===== config.mk =====
export PLATFORM = sky130hd
export DESIGN_NAME = alarm_unit
export DESIGN_NICKNAME = d
export VERILOG_FILES = /design/src/rtl/alarm_unit.sv
export SDC_FILE = /design/constraint.sdc
export NUM_CORES = 1
export LEC_CHECK = 0
export ABC_CLOCK_PERIOD_IN_PS = 1700
export CAP_MARGIN = 20
export CORE_MARGIN = 5
export CORE_UTILIZATION = 47
export DETAILED_ROUTE_END_ITERATION = 6
export GPL_TIMING_DRIVEN = 0
export PLACE_DENSITY = 0.75
export SLEW_MARGIN = 5
export SYNTH_ARGS = -nofsm -noshare
export SYNTH_HDL_FRONTEND = slang
export SYNTH_SLANG_ARGS = --single-unit

===== constraint.sdc =====
create_clock -name clk_in -period 1.7 [get_ports clk_in]
set_input_delay 0.34 -clock clk_in [delete_from_list [all_inputs] [get_ports clk_in]]
set_output_delay 0.34 -clock clk_in [all_outputs]
set_load 0.02 [all_outputs]

===== src/rtl/alarm_unit.sv =====
// Alarm stage: stores a BCD alarm time, fires when the live time matches it
// on a 1 Hz tick, and runs the ring / snooze / timeout sequence with a
// square-wave buzzer.
//
//   state   | meaning
//   --------+---------------------------------------------------------------
//   IDLE    | armed or disarmed, waiting for a match on a 1 Hz tick
//   RINGING | buzzer active, counting seconds down to auto-silence
//   SNOOZE  | buzzer silent, counting seconds down to re-ring
module alarm_unit #(
  parameter int TONE_DIV    = 5,
  parameter int RING_SECS   = 60,
  parameter int SNOOZE_SECS = 300
) (
  input  logic        clk_in,
  input  logic        reset,
  input  logic        tick_1hz,
  input  logic [13:0] cur_time,
  input  logic        alarm_en,
  input  logic        set_mode,
  input  logic        inc_hour,
  input  logic        inc_min,
  input  logic        snooze,
  input  logic        stop,
  output logic [13:0] alarm_time,
  output logic        ringing,
  output logic        snoozed,
  output logic        buzzer
);

  typedef enum logic [1:0] {IDLE, RINGING, SNOOZE} state_t;

  // A width of 1 keeps a limit of 1 legal; the counters only hold limit-1.
  localparam int TW = (TONE_DIV    > 1) ? $clog2(TONE_DIV)    : 1;
  localparam int RW = (RING_SECS   > 1) ? $clog2(RING_SECS)   : 1;
  localparam int SW = (SNOOZE_SECS > 1) ? $clog2(SNOOZE_SECS) : 1;

  state_t          state, state_nxt;
  logic [TW-1:0]   tone_cnt;
  logic [RW-1:0]   ring_cnt;
  logic [SW-1:0]   snz_cnt;
  logic [1:0]      am_ht;
  logic [3:0]      am_ho, am_mt, am_mo;
  logic            match, fired, trigger, abort;

  assign alarm_time = {am_ht, am_ho, am_mt, am_mo};
  assign match      = (cur_time == alarm_time);
  assign abort      = set_mode | ~alarm_en | stop;
  assign trigger    = (state == IDLE) & tick_1hz & match & ~fired & alarm_en & ~set_mode;

  // Alarm-time editing: BCD minute wraps 59->00 without hour carry, hour wraps 23->00.
  always_ff @(posedge clk_in or posedge reset) begin
    if (reset) begin
      am_ht <= 2'd0;
      am_ho <= 4'd6;
      am_mt <= 4'd0;
      am_mo <= 4'd0;
    end else if (set_mode) begin
      if (inc_min) begin
        if (am_mo == 4'd9) begin
          am_mo <= 4'd0;
          am_mt <= (am_mt == 4'd5) ? 4'd0 : am_mt + 4'd1;
        end else begin
          am_mo <= am_mo + 4'd1;
        end
      end
      if (inc_hour) begin
        if (am_ht == 2'd2 && am_ho == 4'd3) begin
          am_ht <= 2'd0;
          am_ho <= 4'd0;
        end else if (am_ho == 4'd9) begin
          am_ho <= 4'd0;
          am_ht <= am_ht + 2'd1;
        end else begin
          am_ho <= am_ho + 4'd1;
        end
      end
    end
  end

  // Once-per-minute latch: blocks re-firing until the live time leaves the alarm minute.
  always_ff @(posedge clk_in or posedge reset) begin
    if (reset)         fired <= 1'b0;
    else if (trigger)  fired <= 1'b1;
    else if (!match)   fired <= 1'b0;
  end

  // State register plus registered status flags derived from the next state.
  always_ff @(posedge clk_in or posedge reset) begin
    if (reset) begin
      state   <= IDLE;
      ringing <= 1'b0;
      snoozed <= 1'b0;
    end else begin
      state   <= state_nxt;
      ringing <= (state_nxt == RINGING);
      snoozed <= (state_nxt == SNOOZE);
    end
  end

  // Next-state decode; abort conditions outrank snooze, which outranks tick events.
  always_comb begin
    state_nxt = state;
    case (state)
      IDLE: begin
        if (trigger) state_nxt = RINGING;
      end
      RINGING: begin
        if (abort)                                state_nxt = IDLE;
        else if (snooze)                          state_nxt = SNOOZE;
        else if (tick_1hz && ring_cnt == '0)      state_nxt = IDLE;
      end
      SNOOZE: begin
        if (abort)                                state_nxt = IDLE;
        else if (tick_1hz && snz_cnt == '0)       state_nxt = RINGING;
      end
      default: state_nxt = IDLE;
    endcase
  end

  // Second timers: loaded with limit-1 on entry, terminal count at zero.
  always_ff @(posedge clk_in or posedge reset) begin
    if (reset) begin
      ring_cnt <= '0;
      snz_cnt  <= '0;
    end else begin
      if (state_nxt == RINGING && state != RINGING)
        ring_cnt <= RW'(RING_SECS - 1);
      else if (state == RINGING && tick_1hz && ring_cnt != '0)
        ring_cnt <= ring_cnt - RW'(1);
      if (state == RINGING && state_nxt == SNOOZE)
        snz_cnt <= SW'(SNOOZE_SECS - 1);
      else if (state == SNOOZE && tick_1hz && snz_cnt != '0)
        snz_cnt <= snz_cnt - SW'(1);
    end
  end

  // Tone generator: buzzer toggles every TONE_DIV cycles while ringing, forced low otherwise.
  always_ff @(posedge clk_in or posedge reset) begin
    if (reset) begin
      tone_cnt <= '0;
      buzzer   <= 1'b0;
    end else if (state_nxt != RINGING) begin
      tone_cnt <= '0;
      buzzer   <= 1'b0;
    end else if (state != RINGING) begin
      tone_cnt <= TW'(TONE_DIV - 1);
      buzzer   <= 1'b0;
    end else if (tone_cnt == '0) begin
      tone_cnt <= TW'(TONE_DIV - 1);
      buzzer   <= ~buzzer;
    end else begin
      tone_cnt <= tone_cnt - TW'(1);
    end
  end

endmodule


==> impl_metrics.json <==
{
  "status": "finished, violations left",
  "violations": "negative setup slack",
  "finalCriticalPeriod_ns": 1.82,
  "comb_share_pct": 43.1,
  "ys_seq_share_pct": 42.6,
  "r2r-end": "ring_cnt[2]$_DFFE_PP0P_",
  "max_stage_delay_ns": 0.62,
  "ff_type": "dfrtp_1",
  "seqCellArea_sq_um": 957,
  "die_h_um": 79.0,
  "endpoint_kind": "flop",
  "peakVddDrop_v": 0.000773,
  "vias": 1864,
  "wl_met1_um": 2150,
  "drtAntennaViolNets": 0,
  "critical_path.startpoint": "am_mo[3]$_DFFE_PP0P_",
  "met1_usage_pct": 20.1,
  "power_density_nw_per_um2": 1090,
  "cts_tree": "done",
  "yosys_area_sq_um": 2240,
  "synthCells": 217,
  "setup_ws_ns": -0.117,
  "setup_viol": 11,
  "pin_count": 40,
  "cp_max_fo": 5,
  "die_area_sq_um": 6240,
  "fin_crit_sh_pct": 107,
  "worst_skew_pair.late_latency_ns": 0.29,
  "route.met3.wl_um": 344,
  "seq_share_pct": 30.5,
  "ff2ff_path_depth": 4,
  "final_layout_top_logic_cells": "dfrtp_1, buf_4, clkdlybuf4s50_1",
  "holdCritPathClass": "in2reg",
  "clkTransAtPathRegs_ns": 0.08,
  "aoi_share_pct": 12.3,
  "io_buffers": 39,
  "synth-xor-area-share_pct": 10.6,
  "fp_nets": 247,
  "hold_viol": 0,
  "arrival_ns": 2.01,
  "inverters": 11,
  "hold_depth": 3,
  "grt_use_met2_pct": 27.5,
  "antenna_found_initial": 1,
  "worstMarginPinSlew_ns": 0.782,
  "log.warning_count": 32,
  "synth.distinct_cells": 52,
  "mux_share_pct": 1.90,
  "use_met3_pct": 4.65,
  "buf_share_pct": 18.3,
  "num_antenna_cells": 1,
  "htreeDepth": 2,
  "grt_max_degree": 39,
  "die_x_um": 79.0,
  "worstSetupStartpointType": "flop",
  "maxSlewViolCount": 0
}
## synth_stat cells (3+ instances only)
cell type / count / area, sq um
buf_6: 4 / 45.0
dfrtp_1: 36 / 901
o21ai_0: 7 / 35.0
inv_1: 11 / 41.3
nor3_1: 7 / 35.0
nand2_1: 19 / 71.3
a21o_1: 4 / 30.0
nand4_1: 7 / 43.8
ha_1: 7 / 87.6
nand3_1: 14 / 70.1
nor2_1: 10 / 37.5
xnor2_1: 21 / 184
nor3b_1: 3 / 22.5
xor2_1: 6 / 52.6
nor2b_1: 3 / 18.8
a21oi_1: 7 / 35.0
## sequential cells by signal (all words and copies together) (netlist names)
register  count
ring_cnt      6
am_mt         4
ringing       1
buzzer        1
snoozed       1
am_mo         4
am_ho         4
snz_cnt       9
fired         1
tone_cnt      3
am_ht         2
state         2
## metrics by stage
stage	util [%]	cell area (sq um)	cells	total power, mW
floorplan	-	2260	217	1.96
global placement	58.3	2720	310	2.41
detailed placement	58.3	2720	310	2.42
CTS	63.0	2940	327	3.31
global route	67.3	3140	340	3.60
finish	67.3	3140	340	3.41
## repair_timing
action | in CTS | in global routing
gates resized | 23 | 28
hold buffers | 0 | 0
setup endpoints to repair | 37 | 27
buffers inserted | 8 | 13
gates cloned | 1 | 1
pin swaps | 12 | 25
## report_power, final
group | switching, mW | internal, mW | leakage, nW
Clock | 0.322 | 0.626 | 0.0714
Sequential | 0.226 | 1.07 | 0.485
Combinational | 0.582 | 0.587 | 0.907
## worst max-delay path: cells and delay by family (launching register included)
kind | cells | cell delay (ns)
simple gates | 3 | 1.00
flops | 1 | 0.44
xor+xnor | 1 | 0.27
Register map, names as in the netlist:
(4 px per um) Other sequential cells in the stronger grey, the rest of the logic in the fainter grey.
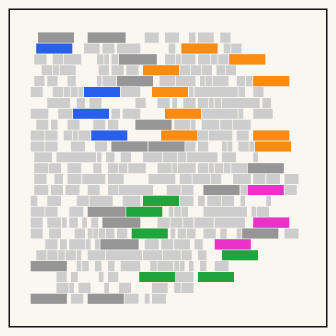
colour	netlist name	flops
green	ring_cnt	6
orange	snz_cnt	9
magenta	tone_cnt	3
blue	am_mo	4
not coloured	16

Layout detail:
Region (27, 11) to (52, 36) um. Cells in grey, sequential cells in the stronger grey; small squares are vias.
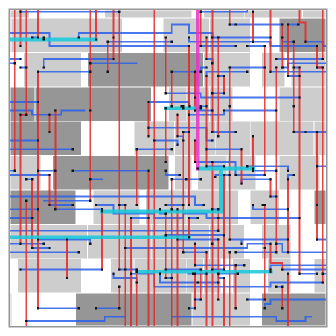
colour	layer
cyan	met3
red	met2
magenta	met4
blue	met1
most frequent	dfrtp_1 (5)
netlist names of flops here include	ring_cnt (5), am_ho (2)
sequential cells in the window	7
cells with their middle in the window	43

Congestion heat map:
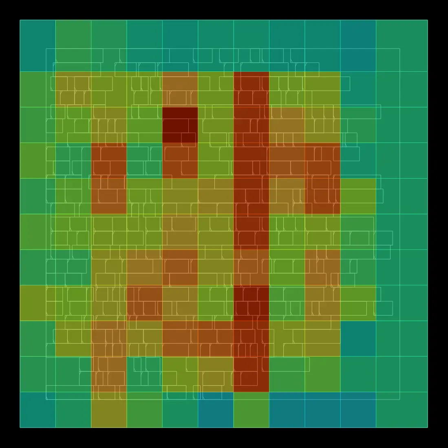
GRT Total Usage: 16.4%
Final Core Density: 67.3%
routed len/inst: 15.0 um

Pin map:
(6 px per um) Pins as bars across the die edge, other pins in grey.
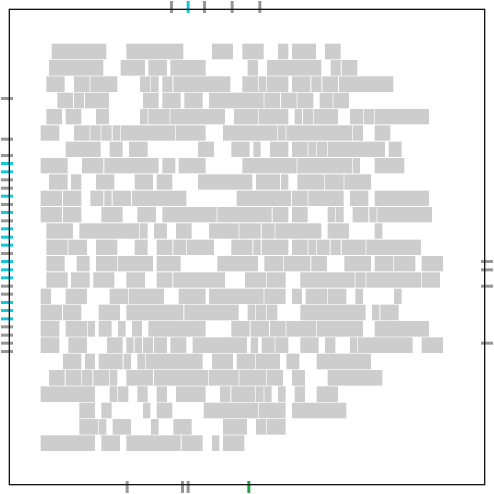
colour	port	pins	direction	edge
green	stop	1	input	bottom
cyan	cur_time	14	input	13 left, 1 top

Power is estimated from default activity; no workload was simulated.
